==> config.mk <==
export PLATFORM = sky130hd
export DESIGN_NAME = mult_sched_flat
export DESIGN_NICKNAME = d
export VERILOG_FILES = /design/src/rtl/mult_sched_if.sv /design/src/rtl/mult_sched.sv /design/src/flat_wrapper.sv
export SDC_FILE = /design/constraint.sdc
export NUM_CORES = 1
export LEC_CHECK = 0
export ABC_CLOCK_PERIOD_IN_PS = 5600
export CAP_MARGIN = 20
export CORE_UTILIZATION = 54
export DETAILED_ROUTE_END_ITERATION = 16
export PLACE_DENSITY_LB_ADDON = 0.12
export SYNTH_ARGS = -nofsm -noshare
export SYNTH_HDL_FRONTEND = slang
export SYNTH_SLANG_ARGS = --single-unit
==> constraint.sdc <==
create_clock -name clk -period 5.6 [get_ports clk]
set_clock_uncertainty 0.2 [all_clocks]
set_input_delay 1.12 -clock clk [delete_from_list [all_inputs] [get_ports clk]]
set_output_delay 1.12 -clock clk [all_outputs]
set_load 0.05 [all_outputs]
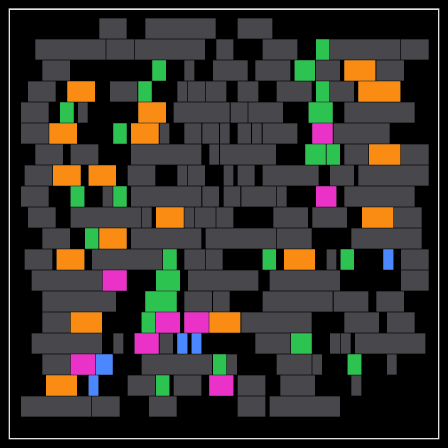
(selected gate families)
[green] aoi and oai cells | cells: 23 | most used: o21ai_1
[orange] mux cells | cells: 17 | most used: mux2i_1
[blue] nor cells | cells: 5 | most used: nor2_1
[magenta] non-inverting ao/oa cells | cells: 8 | most used: a22o_1
Comb area share: 45.3%
Top cell excl fill/tap: clkdlybuf4s50_1

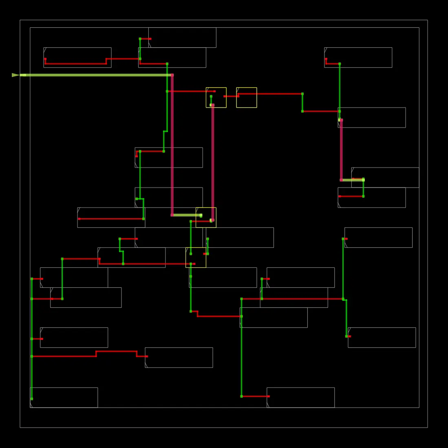
(clock nets)
later-pin clock latency in the skew report: 0.32 ns
Clock Sinks: 25
CLK BUF: 3
flip-flops: 25
total CTS buffers: 3

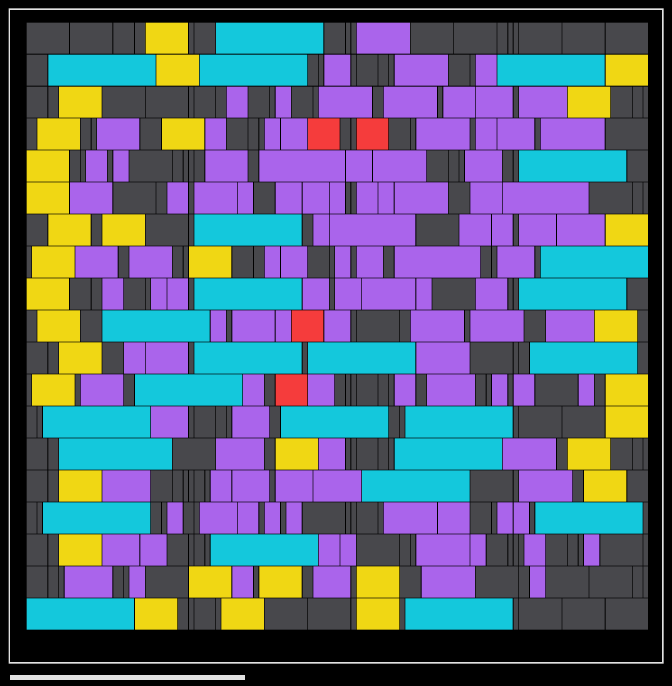
(cell classes on the final placement)
Scale bar: 20 um. Fill, decap, tap and diode cells in grey.
[purple] remaining logic cells | cells: 112
[red] clock drivers and dummy loads | cells: 4
[yellow] remaining buffers and delay cells | cells: 32
[cyan] sequential cells | cells: 25
Util after Layout: 69.7%
flop share of the area: 32.9%
Core Rows: 19

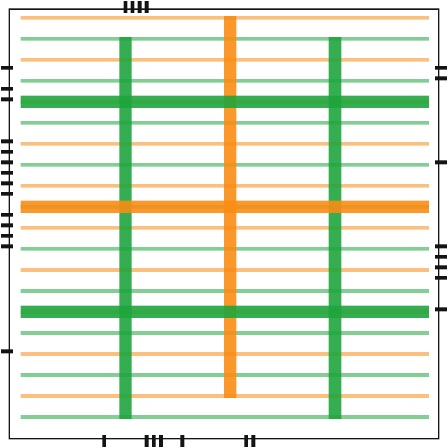
(supply network)
Pins as bars on the die edge.
[green] VSS
[orange] VDD
met4 straps: 3
met5 straps: 3
signal pins: 33
rows: 19
met1 rails: 20
Die X-Extent: 55.4 um
Core ar.: 0.00273 mm^2

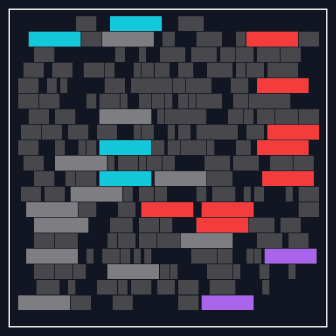
(where the registers sit)
Other sequential cells in the stronger grey, the rest of the logic in the fainter grey.
[red] u_core.bus.prod | flops: 8
[cyan] u_core.opm_q | flops: 4
[purple] u_core.state_q | flops: 2
Seq. pwr: 0.000336 W
Flop area: 627 um^2

==> Changelog: implementation <==
### Physical design

- Smallest hold slack: 0.324 ns
- Cell type with the largest total area: dfrtp_1
- Number of synthesized flops with an enable pin: 0
- Post-CTS Setup Bufs: 0
- Ys flop type: dfrtp_1
- Share of cells above drive strength 1: 9.83%
- Total die area: 0.00307 mm^2
- FF-to-FF path depth: 9
- Final worst path period need: 3.07 ns
- Vias/cell: 5.52
- Leak: 0.915 nW
- Reg2Reg Setup Slack: 2.53 ns
- Initial antenna violation count: 0
- Yosys cell types: 30
- Ports: 33
- Mapped cell area: 0.00154 mm^2
- Setup WS post-layout: 2.53 ns
- CTS HTree Levels: 1
- Largest net degree at the start of global routing: 26
- Largest logic family: adder cells
- PostCTS Resize Cnt: 0
- Worst-path clk slew: 0.14 ns
- Final GP Congestion: 0.728
- Routed len/inst: 14.1 um
- CTS root buf: clkbuf_4
- FFs w/ async S/R, synth: 100%
- Syn Area/Cell: 10.9 um^2
- Critical path required time: 5.63 ns
- Routed Wire Length: 2870 um
- Initial detailed-routing violation count: 19
- Adder Share, Synth: 18.2%
- Global-route wire length before repair: 5040 um
- Achievable Freq: 0.326 GHz
- Maximum clock path buffer count: 2
- WS Path Type: reg2reg
- Finish-stage setup viols: 0
- Warnings from Yosys: 0
- Pwr per Cell Area: 579 mW/mm^2
- CP Capture Type: register
- Buffers on Ports: 32
- Worst-path fanout max: 5
- Antenna-violating nets left: 0
- Tool warnings: 29
- RSZ-0062 raised after global routing: no
- Sequential fraction of the synthesis area: 40.7%
- Post-route clock period utilization: 54.9%
- Worst Tran Pin Value: 0.956 ns
- Synth Area in Simple Gates: 10.3%
- DRC Markers: 0
- Number of flip-flops under the largest register name: 8
- Hold WC Path Type: reg2reg
- Filler Cells Inserted: 216
- Slew Limit Fails: 0
- Post-synthesis xor/xnor area fraction: 2.27%
- N_diodes: 0
- Syn-to-layout area delta: 23.5%
- Core Util at FP: 56.4%
- CTS Hold Bufs: 0
- Max-area cell share: 39.0%
- Post-synth area from yosys stat: 0.00154 mm^2
- Vias in the first global route: 1189
- Fin nets: 214
- Syn Nets: 181
- Drt pass-1 iters: 4
- Via count: 1127
- Max Cap Viol: 0
- Hold Path Stages: 1
- Final Hold Fails: 0
- Status: completed
- Grt total ovfl: 0
- Cell area leaders: dfrtp_1 39%, ha_1 13%, mux2i_1 5.8%
- Mapped Cells: 141
- Worst Path Arrival: 3.10 ns
- Max VDD drop: 0.412 mV
- DP HPWL: 2240 um
- Synth Area in Compound Gates: 13.2%
- Total track usage: 20.3%
- CP Launch Type: register
- Power Total: 0.00110 W
- CTS tree: yes
- Yosys cell count: 141
- Dpl ws: 2.56 ns
- Ys flops: 25
- Relative slew slack: 36.2%
- TNS Setup: 0 ns
- Mux area share: 11.9%
==> power breakdown <==
group | internal, W | leakage (nW) | switching [W]
registers | 0.000267 | 0.309 | 0.0000694
logic | 0.000293 | 0.592 | 0.000387
clock network | 0.0000273 | 0.0139 | 0.0000590
total | 0.000587 | 0.915 | 0.000515
==> layout by cell type (no fill, tap or decap) <==
master / n
dfstp_2: 1
a21boi_0: 1
a211oi_1: 1
o211ai_1: 1
xor2_1: 1
fa_1: 4
a21o_1: 2
nand2_1: 14
nor2_1: 4
clkbuf_4: 3
a31o_2: 1
a21boi_2: 1
ha_1: 16
o21ai_2: 1
xnor2_1: 3
inv_1: 7
dfrtp_1: 24
mux2_2: 7
nand3_1: 2
o21ai_1: 10
mux2_4: 1
clkinvlp_4: 1
a21oi_2: 1
nor2b_1: 1
a22o_1: 5
clkdlybuf4s50_1: 32
a21oi_1: 4
o21ai_0: 3
and2_1: 12
mux2i_1: 9
==> critical path, cell delays in order (launching register included) <==
cell	delay, ns
dfrtp_1	0.43
nand2_1	0.09
fa_1	0.54
inv_1	0.05
fa_1	0.53
fa_1	0.48
a21o_1	0.18
a21oi_2	0.14
xnor2_1	0.07
mux2_4	0.25
==> stage by stage <==
stage	cell area [um^2]	std cells
finish	1900	204
global route	1900	204
CTS	1900	204
detailed placement	1870	200
global placement	1870	200
floorplan	1540	141
==> per-layer routing <==
layer / track usage (%) / share of wire [%] / vias up
li1: - / - / 555
met4: 7.14 / 2.1 / 0
met2: 35.5 / 49 / 30
met3: 2.34 / 2.8 / 8
met5: 0 / 0 / -
met1: 26.0 / 46 / 534
==> layout make-up <==
type                            instances  area [um^2]  area share, %
Multi-Input combinational cell        105          862           45.3
Sequential cell                        25          627           32.9
Timing Repair Buffer                   32          320           16.8
Tap cell                               31         38.8           2.04
Inverter                                7         26.3           1.38
Clock buffer                            3         22.5           1.18
Clock inverter                          1         7.51          0.394
==> Yosys cell counts, types with 2 or more instances <==
cell type   n
a21o_1      2
a21oi_1     4
a22o_1      5
and2_1     12
buf_2       2
dfrtp_1    24
fa_1        4
ha_1       16
inv_1       7
mux2_2      7
mux2i_1     9
nand2_1    14
nand3_1     2
nor2_1      4
o21ai_0     3
o21ai_1    10
xnor2_1     3
==> kinds of logic (layout without fill, tap and decap cells) <==
family / after synthesis / count (layout)
DFF: 25 / 25
buffers and inverters: 11 / 43
and+or+nand+nor: 33 / 33
AOI/OAI and AO/OA: 31 / 31
xor gates and xnor gates: 4 / 4
adders and majority gates: 20 / 20
muxes: 17 / 17
Power and IR drop assume default switching activity.
